File: src/rtl/regfile_pkg.sv
// Register file shared constants and types.
// Register-id and ROB-tag widths live here for every regfile file.
package regfile_pkg;

    localparam int REG_ID_BIT    = 5;
    localparam int ROB_WIDTH_BIT = 4;
    localparam int ROB_WIDTH     = 1 << ROB_WIDTH_BIT;
    localparam int NREG          = 1 << REG_ID_BIT;

    typedef logic [REG_ID_BIT-1:0]    reg_id_t;
    typedef logic [ROB_WIDTH_BIT-1:0] rob_id_t;

    typedef struct packed {
        logic    valid;
        reg_id_t rd;
        rob_id_t rob_id;
        logic [31:0] value;
    } commit_t;

endpackage

File: src/rtl/regfile_if.sv
// One operand read port: architectural state in, resolved operand out.
// master = register file side, slave = operand selector.
interface regfile_if;
    import regfile_pkg::*;

    reg_id_t     rs;
    logic        busy;
    rob_id_t     tag;
    logic [31:0] reg_val;
    logic        rob_ready;
    logic [31:0] rob_value;
    logic        ready;
    logic [31:0] value;
    rob_id_t     dep;

    modport master (
        output rs, busy, tag, reg_val, rob_ready, rob_value,
        input  ready, value, dep
    );

    modport slave (
        input  rs, busy, tag, reg_val, rob_ready, rob_value,
        output ready, value, dep
    );

endinterface

File: src/rtl/regfile_read_port.sv
// Operand selection for one source register.
// Order: x0, retiring producer, committed value, ROB result, pending.
module regfile_read_port
    import regfile_pkg::*;
(
    input  commit_t      cm_i,
    regfile_if.slave     p
);

    // pick the freshest final value, or report the producing tag
    always_comb begin
        p.ready = 1'b0;
        p.value = '0;
        p.dep   = '0;
        if (p.rs == '0) begin
            p.ready = 1'b1;
        end else if (cm_i.valid && cm_i.rd == p.rs &&
                     p.busy && p.tag == cm_i.rob_id) begin
            p.ready = 1'b1;
            p.value = cm_i.value;
        end else if (!p.busy) begin
            p.ready = 1'b1;
            p.value = p.reg_val;
        end else if (p.rob_ready) begin
            p.ready = 1'b1;
            p.value = p.rob_value;
        end else begin
            p.dep = p.tag;
        end
    end

endmodule

File: src/rtl/regfile.sv
// Renaming register file: 32 values with busy bit and ROB tag each.
// Reads are combinational from pre-edge state; x0 is hardwired zero.
module regfile
    import regfile_pkg::*;
(
    input  logic        clk_in,
    input  logic        rst_in,
    input  logic        rdy_in,
    input  logic        issue_valid,
    input  reg_id_t     issue_rd,
    input  rob_id_t     issue_rob_id,
    input  reg_id_t     rs1,
    input  reg_id_t     rs2,
    output rob_id_t     reoder_1,
    output rob_id_t     reoder_2,
    input  logic        rob_rs1_is_ready,
    input  logic        rob_rs2_is_ready,
    input  logic [31:0] rob_rs1_value,
    input  logic [31:0] rob_rs2_value,
    output logic        rs1_ready,
    output logic        rs2_ready,
    output logic [31:0] rs1_value,
    output logic [31:0] rs2_value,
    output rob_id_t     rs1_dep,
    output rob_id_t     rs2_dep,
    input  logic        commit_valid,
    input  reg_id_t     commit_rd,
    input  rob_id_t     commit_rob_id,
    input  logic [31:0] commit_value,
    input  logic        flush
);

    logic [31:0]     val_q  [NREG];
    logic [31:0]     val_d  [NREG];
    rob_id_t         tag_q  [NREG];
    rob_id_t         tag_d  [NREG];
    logic [NREG-1:0] busy_q;
    logic [NREG-1:0] busy_d;

    commit_t cm;
    assign cm = '{valid: commit_valid, rd: commit_rd,
                  rob_id: commit_rob_id, value: commit_value};

    // commit writes value; issue renames afterwards so it wins
    always_comb begin
        val_d  = val_q;
        tag_d  = tag_q;
        busy_d = busy_q;
        if (commit_valid && commit_rd != '0) begin
            val_d[commit_rd] = commit_value;
            if (tag_q[commit_rd] == commit_rob_id)
                busy_d[commit_rd] = 1'b0;
        end
        if (flush) begin
            busy_d = '0;
        end else if (issue_valid && issue_rd != '0) begin
            busy_d[issue_rd] = 1'b1;
            tag_d[issue_rd]  = issue_rob_id;
        end
    end

    // state register; reset beats everything, rdy_in low holds
    always_ff @(posedge clk_in) begin
        if (rst_in) begin
            for (int i = 0; i < NREG; i++) begin
                val_q[i] <= '0;
                tag_q[i] <= '0;
            end
            busy_q <= '0;
        end else if (rdy_in) begin
            val_q  <= val_d;
            tag_q  <= tag_d;
            busy_q <= busy_d;
        end
    end

    assign reoder_1 = tag_q[rs1];
    assign reoder_2 = tag_q[rs2];

    regfile_if p1 ();
    regfile_if p2 ();

    assign p1.rs        = rs1;
    assign p1.busy      = busy_q[rs1];
    assign p1.tag       = tag_q[rs1];
    assign p1.reg_val   = val_q[rs1];
    assign p1.rob_ready = rob_rs1_is_ready;
    assign p1.rob_value = rob_rs1_value;

    assign p2.rs        = rs2;
    assign p2.busy      = busy_q[rs2];
    assign p2.tag       = tag_q[rs2];
    assign p2.reg_val   = val_q[rs2];
    assign p2.rob_ready = rob_rs2_is_ready;
    assign p2.rob_value = rob_rs2_value;

    regfile_read_port u_rp1 (.cm_i(cm), .p(p1.slave));
    regfile_read_port u_rp2 (.cm_i(cm), .p(p2.slave));

    assign rs1_ready = p1.ready;
    assign rs1_value = p1.value;
    assign rs1_dep   = p1.dep;
    assign rs2_ready = p2.ready;
    assign rs2_value = p2.value;
    assign rs2_dep   = p2.dep;

endmodule
File: config.mk
export PLATFORM = sky130hd
export DESIGN_NAME = regfile
export DESIGN_NICKNAME = d
export VERILOG_FILES = /design/src/rtl/regfile_pkg.sv /design/src/rtl/regfile_if.sv /design/src/rtl/regfile_read_port.sv /design/src/rtl/regfile.sv
export SDC_FILE = /design/constraint.sdc
export NUM_CORES = 2
export LEC_CHECK = 0
export CORE_ASPECT_RATIO = 1.1
export CORE_UTILIZATION = 24
export DETAILED_ROUTE_END_ITERATION = 8
export GPL_ROUTABILITY_DRIVEN = 0
export HOLD_SLACK_MARGIN = 0.03
export PLACE_DENSITY = 0.42
export SLEW_MARGIN = 20
export SYNTH_ARGS = -nofsm -noshare
export SYNTH_HDL_FRONTEND = slang
export SYNTH_SLANG_ARGS = --single-unit
export TNS_END_PERCENT = 20
File: constraint.sdc
create_clock -name clk_in -period 6.08 [get_ports clk_in]
set_input_delay 1.216 -clock clk_in [delete_from_list [all_inputs] [get_ports clk_in]]
set_output_delay 1.216 -clock clk_in [all_outputs]
set_load 0.02 [all_outputs]
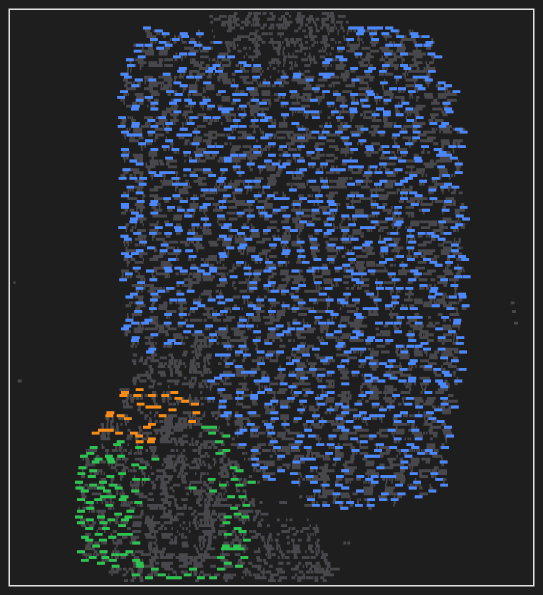
(images/registers.png)
Key: green = tag_q [flops 128, where lower left]; orange = busy_q [flops 32]; blue = val_q [flops 1,024]
fin util: 28.32%
Seq area share: 31.95%

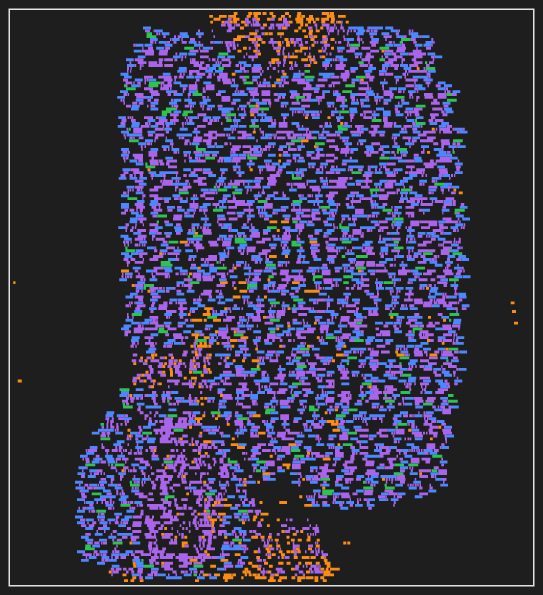
(images/cell_classes.png)
Key: purple = all other logic [cells 4,975, share of their area 53%]; green = clock drivers and dummy loads [cells 236, share of their area 6.4%]; orange = other buffers and delay cells [cells 486, share of their area 6.8%]; blue = flops [cells 1,184, share of their area 34%]
post-route cell area: 74,200 um^2
std cell rows: 197
core box area: 262,000 um^2

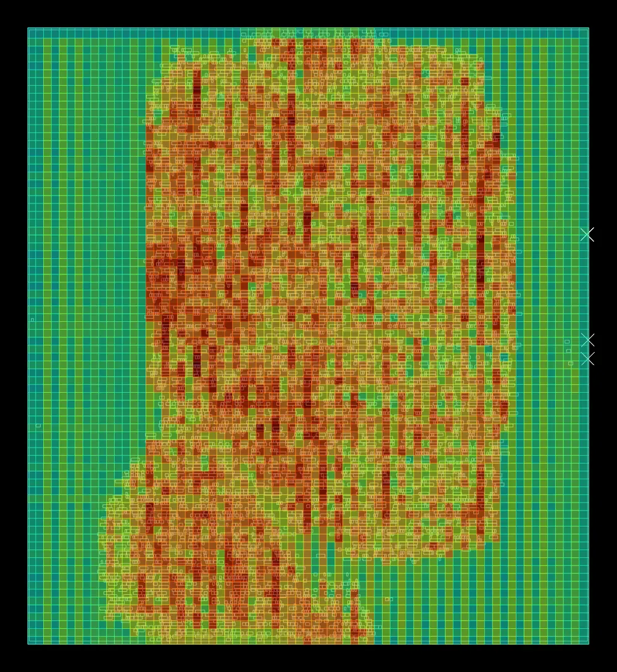
(images/final_congestion.png)
wire per inst: 28.06 um
layer with the highest usage after global routing: met2
met1 routing resource usage after global routing: 28.25%
gr usage total: 21.23%
met3 Track Usage GR: 3.076%

==> reports/qor.tcl <==
set qor(drt_drc_violations_left) 8
set qor(cts_made_buffers) 145
set qor(violations) {DRC}
set qor(synth.yosys.warnings) 0
set qor(crit_path_cell_trace) {buf_8 -> buf_4 -> nor2b_1 -> a2111oi_0 -> o21ai_0 -> a311oi_1 -> buf_4 -> xnor2_1 -> nor3_4 -> buf_12 -> mux2i_1 -> clkdlybuf4s50_1}
set qor(post-place-cells) 10130
set qor(avgViaCountPerCell) 5.295
set qor(unique_masters_post_synth) 58
set qor(max_slew.worst_pin.slew_ns) 1.262
set qor(fin_worst_skew_ns) 0.05338
set qor(crit_top_cell) {sky130_fd_sc_hd__buf_4}
set qor(average_cell_area_after_synthesis_um2) 9.184
set qor(synth-async-reset-ratio_pct) 0
set qor(dpl-instance-area_um2) 69690
set qor(final_min_period_over_clock_period_pct) 97.76
set qor(vdd_drop_max_uv) 239.3
set qor(clk_pin_slew_worst_paths_ns) 0.06
set qor(cp.depth) 12
set qor(timing.critical_path.slowest_cell_delay_ns) 0.69
set qor(synth.cellmix.xorXnorShare_pct) 0.2907
set qor(fin_ws_ns) 0.1360
set qor(design.die.area_um2) 265600
set qor(grt_setup_unrepaired) {false}
set qor(timing.critical_path.arrival_ns) 4.73
set qor(endpoint_kind) {output pin}
set qor(post_route_setup_tns_ns) 0
set qor(run_status) {finished, violations left}
set qor(final-hold-violation-count) 0
set qor(reg2reg_from) {tag_q[71]}
set qor(areaGrowthSynthToFinish_pct) 17.29
set qor(slew_headroom_pct) 15.57
set qor(ys_top_logic_family) {multiplexers}
set qor(antenna_found_initial) 8
set qor(cellPowerDensity_nw_per_um2) 243.2
set qor(timing.hold.ws_ns) 0.4631
set qor(synth_sequential_area_ratio_pct) 37.47
set qor(post-place-ws_ns) 0.1852
set qor(die-width_um) 491.5
set qor(initial_utilization_pct) 24.14
set qor(worstReg2RegEnd) {busy_q[1]}
set qor(cts_hold_buf) 0
set qor(synth_stat.cells) 6888
set qor(ys.flop_type) {sky130_fd_sc_hd__dfxtp_1}
set qor(die_height_um) 540.5
set qor(fillers) 27060
set qor(leak_pwr_nw) 23.85
set qor(critical_path.startpoint_type) {primary input}
set qor(drtIter0Drc) 6145
set qor(cap_violations) 0
set qor(fin_nets) 6924
set qor(fin_cells) 10370
set qor(post_cts.resized_instances) 0
set qor(postCtsSetupRepairBufs) 0
set qor(wire_length_of_the_first_global_routing_pass_um) 409600
set qor(edf_count) 0
set qor(grt_pass1_vias) 52950
set qor(synthDominantAreaCellType) {sky130_fd_sc_hd__dfxtp_1}
set qor(fin_max_slew_vios) 0
set qor(setup_viol) 0
set qor(synth_chip_area_um2) 63260
set qor(simple_gate_share_pct) 16.83
set qor(routed-via-count) 54880
set qor(cp.required_ns) 4.86
set qor(critPathMaxFanout) 26
set qor(timing.critical_path.max_delay_family) {buffers and inverters}
set qor(synthesis.nets) 7020
set qor(most_numerous_logic_cell_after_layout) {sky130_fd_sc_hd__nand2_1}
set qor(io_pins) 214
set qor(cp.buffers_inverters) 5
set qor(port_buffers) 213
set qor(muxShareOfSynthArea_pct) 30.01
set qor(clock.latency.late_pin_ns) 0.82
set qor(shortest_clock_period_the_worst_path_allows_after_layout_ns) 5.944
set qor(worstSetupEndpoint) {rs2_value[11]}
set qor(clk_path_buf_depth) 4
set qor(mappedNetlistArea_um2) 63260
set qor(clkSinkCount) 1184
set qor(path_class_of_the_lowest_slack_min_delay_path) {register to register}
set qor(post_synth_inst_count) 6888
set qor(max_clock_freq_mhz) 168.2
set qor(tritoncts) {built}
set qor(crit_type) {primary input to output pin}
set qor(fa_ha_area_share_pct) 0
set qor(ant_nets) 0
set qor(timing.critical_path.slowest_stage_cell) {sky130_fd_sc_hd__clkdlybuf4s50_1}
set qor(power_mw) 18.04
set qor(and_or_or_and_cells_area_fraction_pct) 10.55
set qor(post_detailed_routing_wire_length_um) 290900
set qor(ff2ff_setup_slack_ns) 3.01
set qor(pin_count_of_the_biggest_net_entering_global_routing) 171
set qor(reg2regPathDepth) 9
set qor(gr-total-overflow) 0
set qor(layout-drive-gt1-share_pct) 19.42
set qor(most_area_consuming_cells_after_synthesis) {sky130_fd_sc_hd__dfxtp_1 (37%), sky130_fd_sc_hd__mux4_2 (25%), sky130_fd_sc_hd__nand2_1 (13%), sky130_fd_sc_hd__a21oi_1 (8.5%), sky130_fd_sc_hd__mux2i_1 (4.0%)}
set qor(number_of_storage_elements_in_the_synthesis_netlist) 1184
set qor(cts_root_buffer) {sky130_fd_sc_hd__clkbuf_16}
set qor(cts_htree_levels) 4
set qor(cp-startpoint) {rs2[1]}
set qor(first_pass_iters) 8
set qor(final_cell_mix) {sky130_fd_sc_hd__nand2_1 (2,183), sky130_fd_sc_hd__dfxtp_1 (1,184), sky130_fd_sc_hd__a21oi_1 (1,077)}
set qor(total_half_perimeter_wirelength_after_legalization_and_detailed_placement_um) 176400
set qor(openroad.warnings) 37
set qor(top_area_share_pct) 37.47
-- power breakdown --
group	internal [mW]	switching, mW	total, mW
clock network	4.98	3.62	8.61
registers	7.79	0.0233	7.81
logic	0.558	1.07	1.63
-- kinds of logic (layout without fill, tap and decap cells) --
logic type      after synthesis  in the layout
flops                      1184           1184
buf+inv                     737            730
xor+xnor                     21             21
mux                        1003           1003
other cells                   0              3
simple gates               2696           2696
compound gates             1247           1247
-- area by class of cell --
class	instances	area [um^2]	area share, %
Antenna cell	3	7.507	0.01012
Clock buffer	209	4203	5.664
Clock inverter	27	290.3	0.3912
Inverter	8	30.03	0.04047
Multi-Input combinational cell	4967	36860	49.68
Sequential cell	1184	23700	31.95
Tap cell	3482	4357	5.872
Timing Repair Buffer	486	4748	6.400
-- per-layer routing --
metal,part of all wire [%],track usage [%],vias up
li1,-,-,24020
met1,42,28.25,27940
met2,47,34.65,2422
met3,7.2,3.076,492
met4,3.9,8.079,8
met5,0.015,0,-
-- registers in the layout (all words and copies together) (netlist names) --
| signal | flops |
|---|---|
| val_q | 1024 |
| busy_q | 32 |
| tag_q | 128 |
-- worst reg2reg max path, delay by kind of cell (launching register included) --
family                    cells  cell delay [ns]
and+or+nand+nor               2             0.72
AOI/OAI and AO/OA             4             0.96
DFF                           1             0.37
muxes                         1             0.52
buffers and inverters         1             0.25
xor gates and xnor gates      1             0.10
-- cells in the mapped netlist, types with 8 or more instances --
master                     count
sky130_fd_sc_hd__o22ai_1      20
sky130_fd_sc_hd__buf_6        16
sky130_fd_sc_hd__a22o_1        8
sky130_fd_sc_hd__a211oi_2      8
sky130_fd_sc_hd__nor3_1       38
sky130_fd_sc_hd__mux2i_1     253
sky130_fd_sc_hd__clkbuf_1    546
sky130_fd_sc_hd__xor2_1       10
sky130_fd_sc_hd__a22oi_1      37
sky130_fd_sc_hd__nor2b_1      54
sky130_fd_sc_hd__dfxtp_1    1184
sky130_fd_sc_hd__mux2_2       39
sky130_fd_sc_hd__a21oi_1    1077
sky130_fd_sc_hd__a211oi_1     25
sky130_fd_sc_hd__or3_1         8
sky130_fd_sc_hd__nand3_1      82
sky130_fd_sc_hd__buf_1        65
sky130_fd_sc_hd__inv_1         8
sky130_fd_sc_hd__xnor2_1      11
sky130_fd_sc_hd__clkbuf_2     26
sky130_fd_sc_hd__nor2_1      238
sky130_fd_sc_hd__o21ai_0       8
sky130_fd_sc_hd__buf_4        11
sky130_fd_sc_hd__buf_2        62
sky130_fd_sc_hd__mux4_2      711
sky130_fd_sc_hd__nand4_1      12
sky130_fd_sc_hd__a21o_1       32
sky130_fd_sc_hd__nand2_1    2210
sky130_fd_sc_hd__nand2b_1     14
-- how the worst min path moves through the flow --
stage,endpoint,start,depth (start not counted)
final,val_q[404],val_q[404],2
after global routing,val_q[424],val_q[424],2
after CTS,val_q[169],val_q[169],2
after detailed placement,val_q[777],val_q[777],2
after global placement,val_q[19],val_q[19],2
after floorplan,val_q[160],val_q[160],2
Power figures rest on the tool's default switching activity, not on a simulated workload.
